Design alu_sequencer, sky130hd; sources not shown.
Figure 1. Metal layers overlaid.
(3 px per um) Only two layers are drawn.
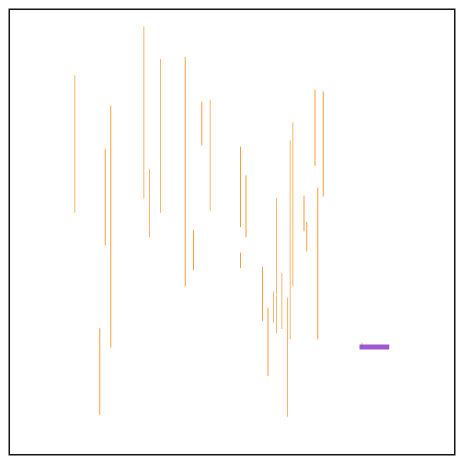
layer	colour	wire length
metal 4	orange	914 um
metal 5	purple	8.30 um
Tot GR Track Use: 0.340
WL final: 36,300 um

Figure 2. Register map, names as in the netlist.
(3 px per um)
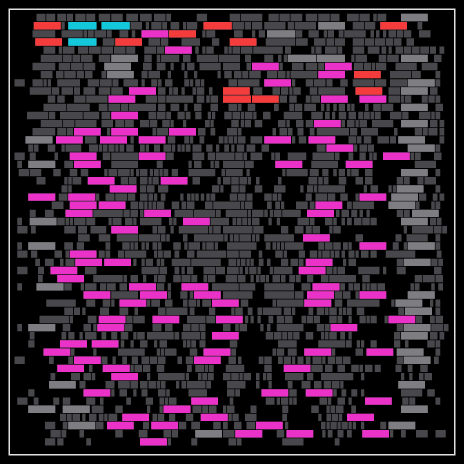
netlist name	colour	flops
instr_q	red	12
wb_addr	cyan	3
rf_q	magenta	96
not coloured	44
flop share of the area: 0.281
P_seq: 0.00733 W
FF+latch area: 3890 sq um
Final Util: 0.660

Figure 3. M1 wires.
(4 px per um) Supply wires on this layer in grey. Cells faint in the background.
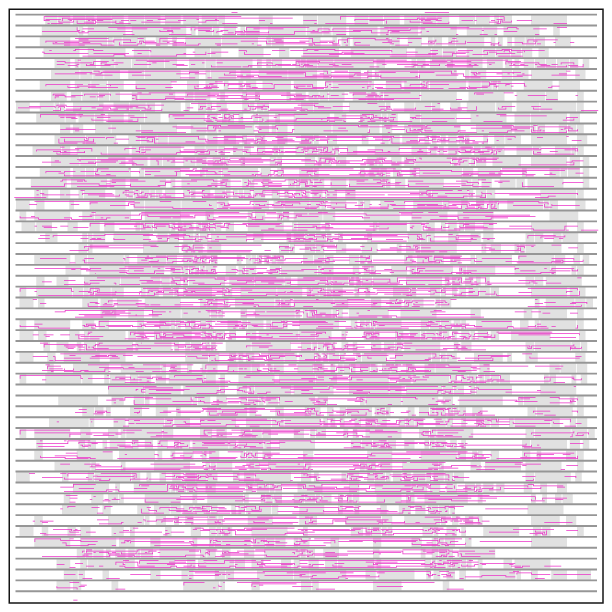
longest straight run	67.6 um
main direction	horizontal
share of all routed wire	44%
GR Util met1: 0.506
vias post-DR: 9,013

Figure 4. Routing congestion map.
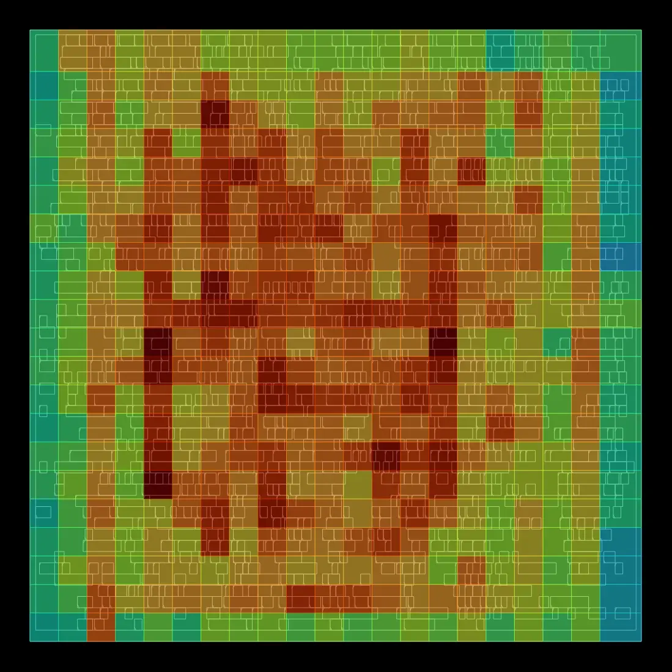
M3 GR Usage: 0.0898
Most Used Layer, Global Route: met1
wire per inst: 21.8 um
met2 global-route usage: 0.475

==> deck_impl_summary.md <==
Synthesis and Place & Route Summary

Clocking
  • Reg clk slew, reported paths: ~0.07 ns
  • CTS buffer count: 17
  • Post-CTS Hold Fix Bufs: 1
  • Maximum buffer depth of the clock tree: 2
  • Post-CTS setup buffers: between 70 and 80
  • Root buffer cell: clkbuf_16
  • H-tree Lvls: 4
  • CTS resizes: 590
  • Sink Count: about 160
  • CTS tree: done

Global routing
  • Largest net degree at the start of global routing: ~43
  • First-pass GRT wire length: between 50,000 and 60,000 um
  • Vias in the first global route: approximately 8,400
  • Initial antenna violation count: 1

Synthesis
  • Top cells by area, synth: dfrtp_1 48%, nand2_1 15%, o211ai_1 7.3%
  • Area leader, netlist: dfrtp_1
  • Area share, top type: 0.476
  • Post-synth ARST share: 1.00
  • Adder share: 0
  • Synth mux share: 0
  • Post-Synth AOI/OAI Area: 0.187
  • Xor/xnor share: 0
  • Avg Inst Size Synth: ~7.7 sq um
  • Cell Area, Synth: between 8000 and 9000 sq um
  • Post-Syn Nets: between 1,000 and 1,500
  • Simple share: 0.253
  • Yosys warning total: 0
  • Most common library cells after synthesis: 319 x nand2_1, 154 x dfrtp_1, 116 x o21ai_0
  • Synth Flop Type: dfrtp_1
  • Count leader, synth: nand2_1
  • Comb area leader: simple AND/OR/NAND/NOR gates
  • Post-Syn Instances: ~1,100
  • Yosys chip area: slightly above 8000 sq um
  • Synth unique cells: 28
  • Synth Register Bits: roughly 160
  • Ys cells: 1,059

Power
  • Design Power: around 0.031 W
  • Sw power: between 0.01 and 0.015 W
  • PwrDens: roughly 2200 nW/um^2
  • Combinational power share: 0.602
  • P_leak: roughly 6.7 nW
  • Flop pwr share: 0.238
  • P_comb: roughly 0.019 W
  • Pwr top: combinational logic
  • Int Power: 0.0174 W
  • Switching Share: 0.435
  • Clk network pwr share: 0.159
  • P_clk: about 0.0049 W

Drt
  • Starting DRT DRC Count: 905
  • First drt pass iteration count: 6
  • DR top layer: met5
  • DRT antenna net count: 0
  • Met1 WL: ~16,000 um
  • Vias per cell: between 5 and 6
  • Drt drc: 0
  • Met2 wire len: approximately 15,000 um
  • Met3 wire length: about 3900 um

Setup path
  • CP arrival: between 1.5 and 2 ns
  • CP max stage delay: about 0.42 ns
  • R2r setup slk: -0.55 ns
  • Crit path buf inv count: 2
  • Worst setup EP type: primary output
  • Critical path type: reg -> out
  • CP max stage cell: dfrtp_1
  • CP top delay family: flip-flops
  • CP startpoint kind: register
  • CP max FO: 2
  • CP cell instances: inv_2 -> nand2_2 -> o211ai_1 -> nand2_1 -> o21bai_1 -> nor2_2 -> buf_2
  • FF-to-FF path depth: 12

Die
  • Core Box Area: between 20,000 and 25,000 sq um
  • Fp util: 0.387
  • Tapcell count: roughly 280
  • Die area: between 20,000 and 25,000 sq um
  • Die Height: roughly 150 um
  • Die W: 148 um
  • # rows: between 50 and 60
  • I/O pins: between 80 and 90

Flow run
  • Tool warnings: 29
  • Max-cap violations: 0

Placed design
  • Port buffer count: roughly 87
  • DP Worst Slack: -1.24 ns
  • Gpl congestion: 0.901
  • Placed Instance Area: about 11,000 sq um
  • HPWL after detailed placement: approximately 21,000 um

Final timing
  • Period minus WS final: approximately 2.0 ns
  • Worst setup margin: -0.647 ns
  • Setup violators final: roughly 200
  • Fin Setup TNS: -68.70 ns
  • Final Hold Slack: just under 0.1 ns
  • F_max: between 400 and 500 MHz
  • Final Cycle Share: 1.46
  • RSZ-0062 raised after global routing: true
  • Measured slew at the worst slew-check pin: roughly 0.45 ns
  • Worst slew margin: 0.700
  • Final Hold Vio Count: 0
  • Max-slew violation count: 0

Hold path
  • Hold WC Path Type: in -> async

Layout
  • Comb area share: 0.347
  • Non-clk bufs: between 300 and 400
  • Commonest non-fill, non-tap cell in the layout: buf_4
  • Fill cells: 1,743
  • Non-Filler Instances: roughly 1,700
  • Largest register FFs: approximately 96
  • Logic area: 4790 sq um
  • Inverter count: around 87
  • Seq cells: 155
  • Final-layout clock buffer total: 20
  • Number of diodes: 0
  • Area Overhead vs Synth: 70.6%
  • Logic Gate Count: 737
  • Leading cell kind: combinational gates
  • Data buffer area share: 0.277
  • Share of layout cells above drive strength 1: 0.501

Status
  • Failing checks: setup timing
  • Status: complete, but fails checks
No activity file was given, so power comes from the tool's default toggle rates.
